### config.mk
export PLATFORM = sky130hd
export DESIGN_NAME = snax_simbacore_csr_sequencer
export DESIGN_NICKNAME = d
export VERILOG_FILES = /design/src/rtl/snax_simbacore_csr_sequencer.sv
export SDC_FILE = /design/constraint.sdc
export NUM_CORES = 1
export LEC_CHECK = 0
export ABC_AREA = 1
export CELL_PAD_IN_SITES_DETAIL_PLACEMENT = 0
export CELL_PAD_IN_SITES_GLOBAL_PLACEMENT = 1
export CORE_ASPECT_RATIO = 0.6
export CORE_UTILIZATION = 35
export DETAILED_ROUTE_END_ITERATION = 8
export MAX_ROUTING_LAYER = met4
export PLACE_DENSITY = 0.73
export REMOVE_ABC_BUFFERS = 1
export SYNTH_ARGS = -nofsm -noshare
export SYNTH_HDL_FRONTEND = slang
export SYNTH_SLANG_ARGS = --single-unit
### constraint.sdc
create_clock -name clk_i -period 1.71 [get_ports clk_i]
set_input_delay 0.342 -clock clk_i [delete_from_list [all_inputs] [get_ports clk_i]]
set_output_delay 0.342 -clock clk_i [all_outputs]
set_load 0.05 [all_outputs]
### src/rtl/snax_simbacore_csr_sequencer.sv
// rtl/snax_simbacore_csr_sequencer.sv - job launcher between SimbaCore CSR manager and accelerator datapath
//
// Holds the active configuration for the running job and one pending set.
// Each job starts with a one-cycle acc_start_o pulse. The cycle count and
// status of the last job are reported back as read-only CSRs.
//
// Ports:
//   clk_i, rst_ni         clock, asynchronous active-low reset
//   csr_reg_rw_set_i      NumRwCsr x 32 configuration words, word i at [i*32 +: 32]
//   csr_reg_set_valid_i   configuration set valid
//   csr_reg_set_ready_o   sequencer can accept a set (pending buffer empty)
//   csr_reg_ro_set_o      word0: {job_count[15:0], 14'b0, pend_valid, busy}
//                         word1: cycle count of the last completed job
//   acc_cfg_o             active job configuration, stable from START through RUN
//   acc_start_o           one-cycle job start pulse
//   acc_done_i            one-cycle job completion pulse
module snax_simbacore_csr_sequencer #(
    parameter int unsigned NumRwCsr = 5,
    parameter int unsigned NumRoCsr = 2
) (
    input  logic                     clk_i,
    input  logic                     rst_ni,
    input  logic [NumRwCsr*32-1:0]   csr_reg_rw_set_i,
    input  logic                     csr_reg_set_valid_i,
    output logic                     csr_reg_set_ready_o,
    output logic [NumRoCsr*32-1:0]   csr_reg_ro_set_o,
    output logic [NumRwCsr*32-1:0]   acc_cfg_o,
    output logic                     acc_start_o,
    input  logic                     acc_done_i
);

    typedef enum logic [1:0] {
        IDLE  = 2'd0,
        START = 2'd1,
        RUN   = 2'd2
    } state_t;

    state_t                  state_q, state_d;
    logic [NumRwCsr*32-1:0]  cfg_q;
    logic [NumRwCsr*32-1:0]  pend_q;
    logic                    pend_valid_q;
    logic                    busy_q;
    logic [31:0]             cyc_cnt_q;
    logic [31:0]             last_cycles_q;
    logic [15:0]             job_cnt_q;

    logic                    accept;
    logic                    load_cfg;
    logic                    cfg_from_pend;
    logic                    pend_load;
    logic                    pend_clr;
    logic                    done_evt;

    assign csr_reg_set_ready_o = ~pend_valid_q;
    assign accept              = csr_reg_set_valid_i & ~pend_valid_q;
    assign done_evt            = (state_q == RUN) & acc_done_i;

    always_comb begin
        state_d       = state_q;
        load_cfg      = 1'b0;
        cfg_from_pend = 1'b0;
        pend_load     = 1'b0;
        pend_clr      = 1'b0;
        case (state_q)
            IDLE: begin
                // A full buffer in IDLE cannot arise from reset, but drain it if it does.
                if (pend_valid_q) begin
                    load_cfg      = 1'b1;
                    cfg_from_pend = 1'b1;
                    pend_clr      = 1'b1;
                    state_d       = START;
                end else if (accept) begin
                    load_cfg = 1'b1;
                    state_d  = START;
                end
            end
            START: begin
                // Done is ignored here; a new set arriving now waits in the buffer.
                state_d = RUN;
                if (accept) begin
                    pend_load = 1'b1;
                end
            end
            RUN: begin
                if (acc_done_i) begin
                    if (pend_valid_q) begin
                        load_cfg      = 1'b1;
                        cfg_from_pend = 1'b1;
                        pend_clr      = 1'b1;
                        state_d       = START;
                    end else if (accept) begin
                        load_cfg = 1'b1;
                        state_d  = START;
                    end else begin
                        state_d = IDLE;
                    end
                end else if (accept) begin
                    pend_load = 1'b1;
                end
            end
            default: begin
                state_d = IDLE;
            end
        endcase
    end

    always_ff @(posedge clk_i or negedge rst_ni) begin
        if (!rst_ni) begin
            state_q       <= IDLE;
            cfg_q         <= '0;
            pend_q        <= '0;
            pend_valid_q  <= 1'b0;
            busy_q        <= 1'b0;
            cyc_cnt_q     <= 32'd0;
            last_cycles_q <= 32'd0;
            job_cnt_q     <= 16'd0;
        end else begin
            state_q <= state_d;
            busy_q  <= (state_d != IDLE);

            if (load_cfg) begin
                cfg_q <= cfg_from_pend ? pend_q : csr_reg_rw_set_i;
            end

            if (pend_load) begin
                pend_q       <= csr_reg_rw_set_i;
                pend_valid_q <= 1'b1;
            end else if (pend_clr) begin
                pend_valid_q <= 1'b0;
            end

            // Counts START as cycle 1, so the value seen on done is the job length.
            if (load_cfg) begin
                cyc_cnt_q <= 32'd1;
            end else if ((state_q == START || state_q == RUN) && cyc_cnt_q != 32'hFFFF_FFFF) begin
                cyc_cnt_q <= cyc_cnt_q + 32'd1;
            end

            if (done_evt) begin
                last_cycles_q <= cyc_cnt_q;
                job_cnt_q     <= job_cnt_q + 16'd1;
            end
        end
    end

    assign acc_cfg_o        = cfg_q;
    assign acc_start_o      = (state_q == START);
    assign csr_reg_ro_set_o = {last_cycles_q, job_cnt_q, 14'd0, pend_valid_q, busy_q};

endmodule

run_1/cell_density.png
The bar under the picture is 100 microns long. 30 x 18 tiles, from white (low) to dark blue (high), 0 to 100% covered.
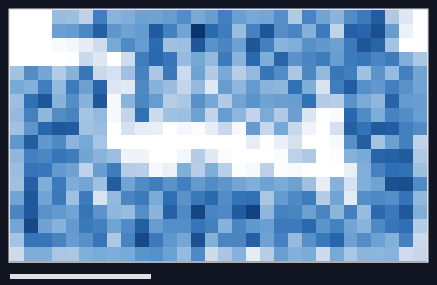
emptiest ninth of the die	center
nearly empty tiles	9.1%
mean over tiles	47%
fullest tile	98%
tiles over 75% full	10%
fp util: 35.5%
core footprint: 51000 sq um
end-of-flow core utilization: 50.5%

run_1/io_fan.png
The bar under the picture is 100 microns long.
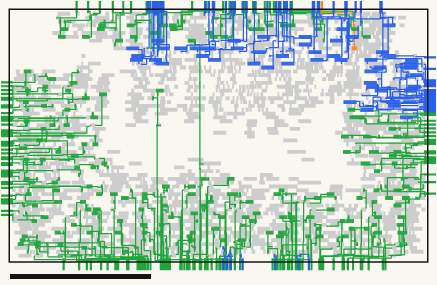
color	port	bits	direction	end cells	buffers	wire
orange	acc_done_i	1	input	2	1	48.2 microns
blue	csr_reg_ro_set_o	64	output	64	51	2280 microns
green	csr_reg_rw_set_i	160	input	320	160	7530 microns

==> results_dict.tcl, run 1 <==
# implementation run metrics
set metrics [dict create \
    run_status "finished with violations" \
    violated_checks "setup timing" \
    yosys_cell_types 38 \
    power.net_switching_uw 23400 \
    power.clock.fraction_pct 17.9 \
    met3RoutedLength_mm 4.22 \
    postSynthAreaPerCell_sq_um 10.0 \
    worst_path_max_delay_cell "sky130_fd_sc_hd__dfrtp_1" \
    gr-usage-met3_pct 5.36 \
    layout.sequential_cells 404 \
    stage_log_warnings 30 \
    final_cell_count_no_fill 3042 \
    number_of_endpoints_failing_setup_at_the_final_stage 357 \
    worst_slack_ps -160 \
    drc 0 \
    power.sequential.fraction_pct 29.5 \
    synth_flop_count 404 \
    clock_cell_area_share_pct 5.59 \
    seq_area_sq_um 10100 \
    viasPerCell 4.92 \
    syn-cell-area_sq_um 18100 \
    grt_first_pass_wirelength_mm 91.0 \
    grt_setup_unrepaired "true" \
    final.period_utilization_pct 109 \
    comb_cell_power_uw 28400 \
    design.die.area_sq_um 52600 \
    path_clk_slew_ps 60 \
    worst-endpoint-arrival_ps 2290 \
    switching_share_pct 43.2 \
    peakVddDrop_mv 1.18 \
    rrSetupSlack_ps -160 \
    worst_setup_path_end_kind "flip-flop" \
    crit_start "state_q[0]" \
    fa_ha_area_share_pct 0.415 \
    place_inst 2910 \
    insertion_delay_ps 550 \
    logic_share_of_the_area_pct 28.2 \
    syn_to_final_growth_pct 42.4 \
    detail_route.first_pass.iterations 5 \
    layout.cells.most_common_list "403 x sky130_fd_sc_hd__dfrtp_1, 370 x sky130_fd_sc_hd__nand2_1, 308 x sky130_fd_sc_hd__buf_4, 213 x sky130_fd_sc_hd__nor2_1, 173 x sky130_fd_sc_hd__o21ai_0" \
    critPathMaxFanout 21 \
    multiInputGateArea_sq_um 7270 \
    final.clkbuf_count 60 \
    grt_antenna_before_repair 7 \
    hold-worst-slack_ps 246 \
    worst_r2r_path_depth 11 \
    critical_path_required_ps 2130 \
    pg_seq_uw 16000 \
    critical_path.most_common_cell "sky130_fd_sc_hd__buf_12" \
    inv_count 59 \
    route.met2.wl_mm 26.2 \
    place.gp.congestion 0.875 \
    area_dominant_class "registers" \
    die.size.x_microns 296 \
    layout.nonclk_buf_share_pct 22.5 \
    synthesis.instances 1810 \
    powerClk_uw 9660 \
    total_leakage_power_uw 0.0121 \
    yosys.cell_count.top_type "sky130_fd_sc_hd__dfrtp_1" \
    comb.multi_input.count 1242 \
    grt_overflow 0 \
    synth-compound-area-share_pct 10.7 \
    place.detailed.hpwl_mm 39.2 \
    cts_inserted_buffers 42 \
    fmaxAchievable_ghz 0.535 \
    synth_async_sr_flop_share_pct 100 \
    seq_share_pct 39.2 \
    post-synth-top-area-fraction_pct 55.9 \
    yosysChipArea_sq_um 18100 \
    top_logic_kind "simple AND/OR/NAND/NOR gates" \
    post_route_cells_drive_above_1_share_pct 29.5 \
    placedInstanceArea_sq_um 23000 \
    worst_pin_slew_ps 542 \
    worstSetupEndpoint "cyc_cnt_q[27]" \
    yosysWarnings 0 \
    ys_sh_xor_pct 0.968 \
    timing.final.max_slew_violations 0 \
    groute.layer.met1.usage_pct 34.4 \
    crit_chain "inv_2 > ha_4 > nand2_4 > buf_12 > a21oi_4 > buf_12 > buf_12 > inv_16 > nand3_4 > buf_6 > o21ai_2" \
    io_pins 390 \
    simple_gate_area_share_pct 15.4 \
    nNetsFinal 2480 \
    mux_area_share_pct 11.6 \
    crit-reg2reg-launch "state_q[0]" \
    cp_num_buf_inv 6 \
    post_cts_resize_count 181 \
]
run_1/flops_by_reg.png
The bar under the picture is 100 microns long.
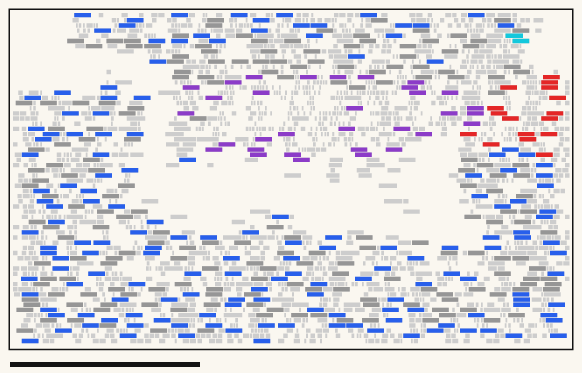
color	signal	sequential cells
purple	cyc_cnt_q	32
cyan	state_q	2
blue	acc_cfg_o	160
red	job_cnt_q	16
not colored	194

==> inputs of run 2 (changes only) <==
--- a/config.mk
+++ b/config.mk
@@ -6,11 +6,14 @@
 export NUM_CORES = 1
 export LEC_CHECK = 0
 export ABC_AREA = 1
+export CAP_MARGIN = 20
 export CELL_PAD_IN_SITES_DETAIL_PLACEMENT = 0
 export CELL_PAD_IN_SITES_GLOBAL_PLACEMENT = 1
 export CORE_ASPECT_RATIO = 0.6
 export CORE_UTILIZATION = 35
+export CTS_CLUSTER_DIAMETER = 120
 export DETAILED_ROUTE_END_ITERATION = 8
+export HOLD_SLACK_MARGIN = 0.03
 export MAX_ROUTING_LAYER = met4
 export PLACE_DENSITY = 0.73
 export REMOVE_ABC_BUFFERS = 1
run_2/placement.png
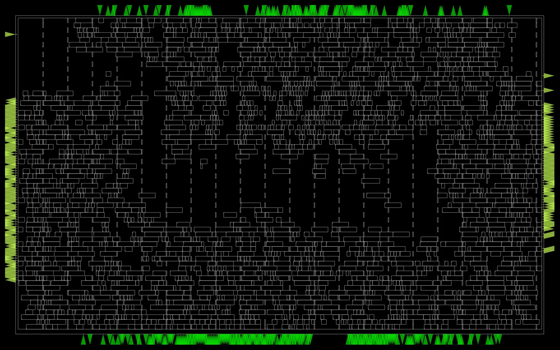
number of well taps: 693
Non-Filler Instances: 3042

==> run 2 against run 1 <==
- the run still ends with setup timing left
- area after synthesis unchanged
- count of clock-buffer cells in the layout did not move
- cell count unchanged
- clock power hardly changed
- fmax is the same
- largest cell class unchanged
- largest power group unchanged
- highest routed layer unchanged
==> results_dict.tcl, run 2 <==
# implementation run metrics
set metrics [dict create \
    run_status "finished with violations" \
    violated_checks "setup timing" \
    drc 0 \
    timing.slew.headroom_pct 63.9 \
    die.size.x_microns 296 \
    cts_inserted_buffers 42 \
    layout.nonclk_buf_share_pct 22.5 \
    logic_share_of_the_area_pct 28.2 \
    place.gp.congestion 0.875 \
    ys_sh_xor_pct 0.968 \
    place.detailed.hpwl_mm 39.2 \
    worstSetupEndpoint "cyc_cnt_q[27]" \
    syn_to_final_growth_pct 42.4 \
    inv_count 59 \
    simple_gate_area_share_pct 15.4 \
    placedInstanceArea_sq_um 23000 \
    comb.multi_input.count 1242 \
    fa_ha_area_share_pct 0.415 \
    critical_path.most_common_cell "sky130_fd_sc_hd__buf_12" \
    final_util_pct 50.5 \
    worst-endpoint-arrival_ps 2290 \
    comb_cell_power_uw 28400 \
    critPathTopFamily "buffers and inverters" \
    ant_nets 0 \
    switching_share_pct 43.2 \
    worst_pin_slew_ps 542 \
    groute.layer.met1.usage_pct 34.4 \
    top_logic_kind "simple AND/OR/NAND/NOR gates" \
    synth-compound-area-share_pct 10.7 \
    cts-htree-levels 2 \
    post-synth-top-area-fraction_pct 55.9 \
    crit_start "state_q[0]" \
    worst_setup_path_end_kind "flip-flop" \
    multiInputGateArea_sq_um 7270 \
    worst-setup-path-type "flip-flop to flip-flop" \
    detail_route.first_pass.iterations 5 \
    worst_r2r_path_depth 11 \
    stage_log_warnings 30 \
    area_dominant_class "registers" \
    layout.sequential_cells 404 \
    clock_cell_area_share_pct 5.59 \
    yosys.cell_count.top_type "sky130_fd_sc_hd__dfrtp_1" \
    power.clock.fraction_pct 17.9 \
    synth_async_sr_flop_share_pct 100 \
    synth_flop_count 404 \
    seq_share_pct 39.2 \
    met3RoutedLength_mm 4.22 \
    viasPerCell 4.92 \
    critical_path_required_ps 2130 \
    number_of_endpoints_failing_setup_at_the_final_stage 357 \
    yosysChipArea_sq_um 18100 \
    floorplan.initialDensity_pct 35.5 \
    power.sequential.fraction_pct 29.5 \
    cts-root-buf "sky130_fd_sc_hd__clkbuf_16" \
    peakVddDrop_mv 1.18 \
    worst_slack_ps -160 \
    route.met2.wl_mm 26.2 \
    syn-cell-area_sq_um 18100 \
    design.die.area_sq_um 52600 \
    powerClk_uw 9660 \
    place_inst 2910 \
    grt_setup_unrepaired "true" \
    finalWorstPathRequiredPeriod_ps 1870 \
    crit_chain "inv_2 > ha_4 > nand2_4 > buf_12 > a21oi_4 > buf_12 > buf_12 > inv_16 > nand3_4 > buf_6 > o21ai_2" \
    total_leakage_power_uw 0.0121 \
    core_area_sq_um 51000 \
    mux_area_share_pct 11.6 \
    fmaxAchievable_ghz 0.535 \
    grt_first_pass_wirelength_mm 91.0 \
    final.period_utilization_pct 109 \
    yosysWarnings 0 \
    layout.cells.most_common_list "403 x sky130_fd_sc_hd__dfrtp_1, 370 x sky130_fd_sc_hd__nand2_1, 308 x sky130_fd_sc_hd__buf_4, 213 x sky130_fd_sc_hd__nor2_1, 173 x sky130_fd_sc_hd__o21ai_0" \
    seq_area_sq_um 10100 \
    power.net_switching_uw 23400 \
    nNetsFinal 2480 \
    postSynthAreaPerCell_sq_um 10.0 \
    worst_path_max_delay_cell "sky130_fd_sc_hd__dfrtp_1" \
    critPathMaxFanout 21 \
    pg_seq_uw 16000 \
    final.clkbuf_count 60 \
    yosys_cell_types 38 \
    rrSetupSlack_ps -160 \
    path_clk_slew_ps 60 \
    io_pins 390 \
    grt_overflow 0 \
    post_cts_resize_count 181 \
]
run_2/cell_density.png
The bar under the picture is 100 microns long. 30 x 18 tiles, from white (low) to dark blue (high), 0 to 100% covered.
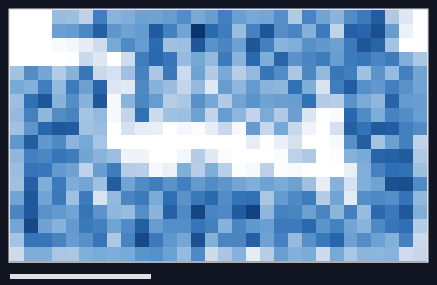
tiles over 75% full	10%
fullest tile	98%
nearly empty tiles	9.1%
mean over tiles	47%
emptiest ninth of the die	center

==> inputs of run 3 (changes only) <==
--- a/config.mk
+++ b/config.mk
@@ -6,6 +6,7 @@
 export NUM_CORES = 1
 export LEC_CHECK = 0
 export ABC_AREA = 1
+export ABC_CLOCK_PERIOD_IN_PS = 1710
 export CAP_MARGIN = 20
 export CELL_PAD_IN_SITES_DETAIL_PLACEMENT = 0
 export CELL_PAD_IN_SITES_GLOBAL_PLACEMENT = 1
run_3/power_grid.png
The bar under the picture is 100 microns long. Pins as bars on the die edge. Tap cells in gray.
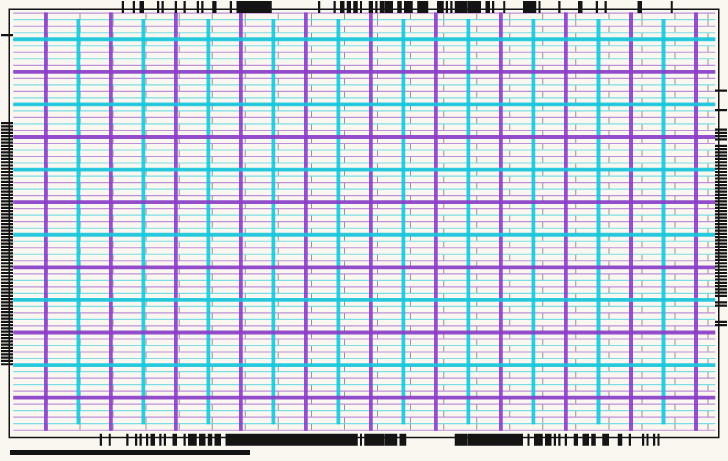
color	net
purple	VSS
cyan	VDD
met1 rails	65
rows	64
met4 straps	21

==> run 3 against run 2 <==
- the flow still finishes with violations (setup timing)
- global-route usage stayed put
- hold slack stayed put
- clock skew stayed put
- critical path depth unchanged
- sequential power about the same
- area after synthesis stayed put
- cell area stayed put
- synthesized cell count is the same
- core utilization did not move
- critical path type unchanged
- critical endpoint unchanged
==> results_dict.tcl, run 3 <==
# implementation run metrics
set metrics [dict create \
    run_status "finished with violations" \
    violated_checks "setup timing" \
    ys_sh_xor_pct 0.968 \
    yosysWarnings 0 \
    place_inst 2910 \
    rrSetupSlack_ps -160 \
    route.met2.wl_mm 26.2 \
    viasPerCell 4.92 \
    taps 693 \
    power.clock.fraction_pct 17.9 \
    groute.layer.met1.usage_pct 34.4 \
    synth_flop_count 404 \
    layout.cells.most_common_list "403 x sky130_fd_sc_hd__dfrtp_1, 370 x sky130_fd_sc_hd__nand2_1, 308 x sky130_fd_sc_hd__buf_4, 213 x sky130_fd_sc_hd__nor2_1, 173 x sky130_fd_sc_hd__o21ai_0" \
    fa_ha_area_share_pct 0.415 \
    critPathMaxFanout 21 \
    maxCapViolations 0 \
    switching_share_pct 43.2 \
    seq_share_pct 39.2 \
    crit_start "state_q[0]" \
    comb_cell_power_uw 28400 \
    timing.slew.headroom_pct 63.9 \
    final.period_utilization_pct 109 \
    mux_area_share_pct 11.6 \
    final_util_pct 50.5 \
    multiInputGateArea_sq_um 7270 \
    nNetsFinal 2480 \
    fmaxAchievable_ghz 0.535 \
    top_logic_kind "simple AND/OR/NAND/NOR gates" \
    area_dominant_class "registers" \
    worst_r2r_path_depth 11 \
    cts_inserted_buffers 42 \
    floorplan.initialDensity_pct 35.5 \
    power.net_switching_uw 23400 \
    powerClk_uw 9660 \
    grt_busiest_layer "met1" \
    yosysTopAreaCell "sky130_fd_sc_hd__dfrtp_1" \
    detail_route.first_pass.iterations 5 \
    clock_sinks 404 \
    design.die.area_sq_um 52600 \
    total_leakage_power_uw 0.0121 \
    drc 0 \
    worst-endpoint-arrival_ps 2290 \
    worst_setup_path_end_kind "flip-flop" \
    placedInstanceArea_sq_um 23000 \
    layout.nonclk_buf_share_pct 22.5 \
    final.clkbuf_count 60 \
    synth_async_sr_flop_share_pct 100 \
    grt_setup_unrepaired "true" \
    worst_path_max_delay_cell "sky130_fd_sc_hd__dfrtp_1" \
    cts-htree-levels 2 \
    worst_hold_path_type "primary input to asynchronous set/reset pin" \
    inv_count 59 \
    grt_overflow 0 \
    stage_log_warnings 30 \
    seq_area_sq_um 10100 \
    syn-cell-area_sq_um 18100 \
    layout.sequential_cells 404 \
    grt_first_pass_wirelength_mm 91.0 \
    cts-root-buf "sky130_fd_sc_hd__clkbuf_16" \
    number_of_endpoints_failing_setup_at_the_final_stage 357 \
    pg_seq_uw 16000 \
    comb.multi_input.count 1242 \
    synth-compound-area-share_pct 10.7 \
    yosysChipArea_sq_um 18100 \
    met3RoutedLength_mm 4.22 \
    yosys.cell_count.top_type "sky130_fd_sc_hd__dfrtp_1" \
    die.size.x_microns 296 \
    place.detailed.hpwl_mm 39.2 \
    crit_chain "inv_2 > ha_4 > nand2_4 > buf_12 > a21oi_4 > buf_12 > buf_12 > inv_16 > nand3_4 > buf_6 > o21ai_2" \
    worst_slack_ps -160 \
    post_cts_resize_count 181 \
    yosys_cell_types 38 \
    worst-setup-path-type "flip-flop to flip-flop" \
    path_clk_slew_ps 60 \
    place.gp.congestion 0.875 \
    simple_gate_area_share_pct 15.4 \
    worstSetupEndpoint "cyc_cnt_q[27]" \
    critical_path.most_common_cell "sky130_fd_sc_hd__buf_12" \
    cellPowerDensity_nw_per_um2 2100 \
    postSynthAreaPerCell_sq_um 10.0 \
    worst_pin_slew_ps 542 \
]
run_3/io_fan.png
The bar under the picture is 100 microns long.
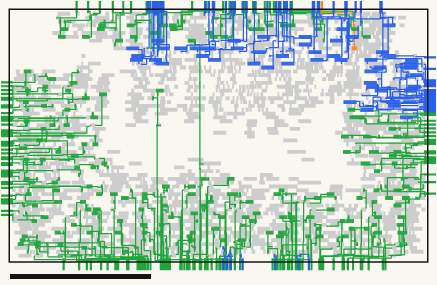
color	port	bits	direction	end cells	buffers	wire
blue	csr_reg_ro_set_o	64	output	64	51	2280 microns
orange	acc_done_i	1	input	2	1	48.2 microns
green	csr_reg_rw_set_i	160	input	320	160	7530 microns
Port Buffers: 375
ports placed on the boundary: 390

Power figures rest on the tool's default switching activity, not on a simulated workload.
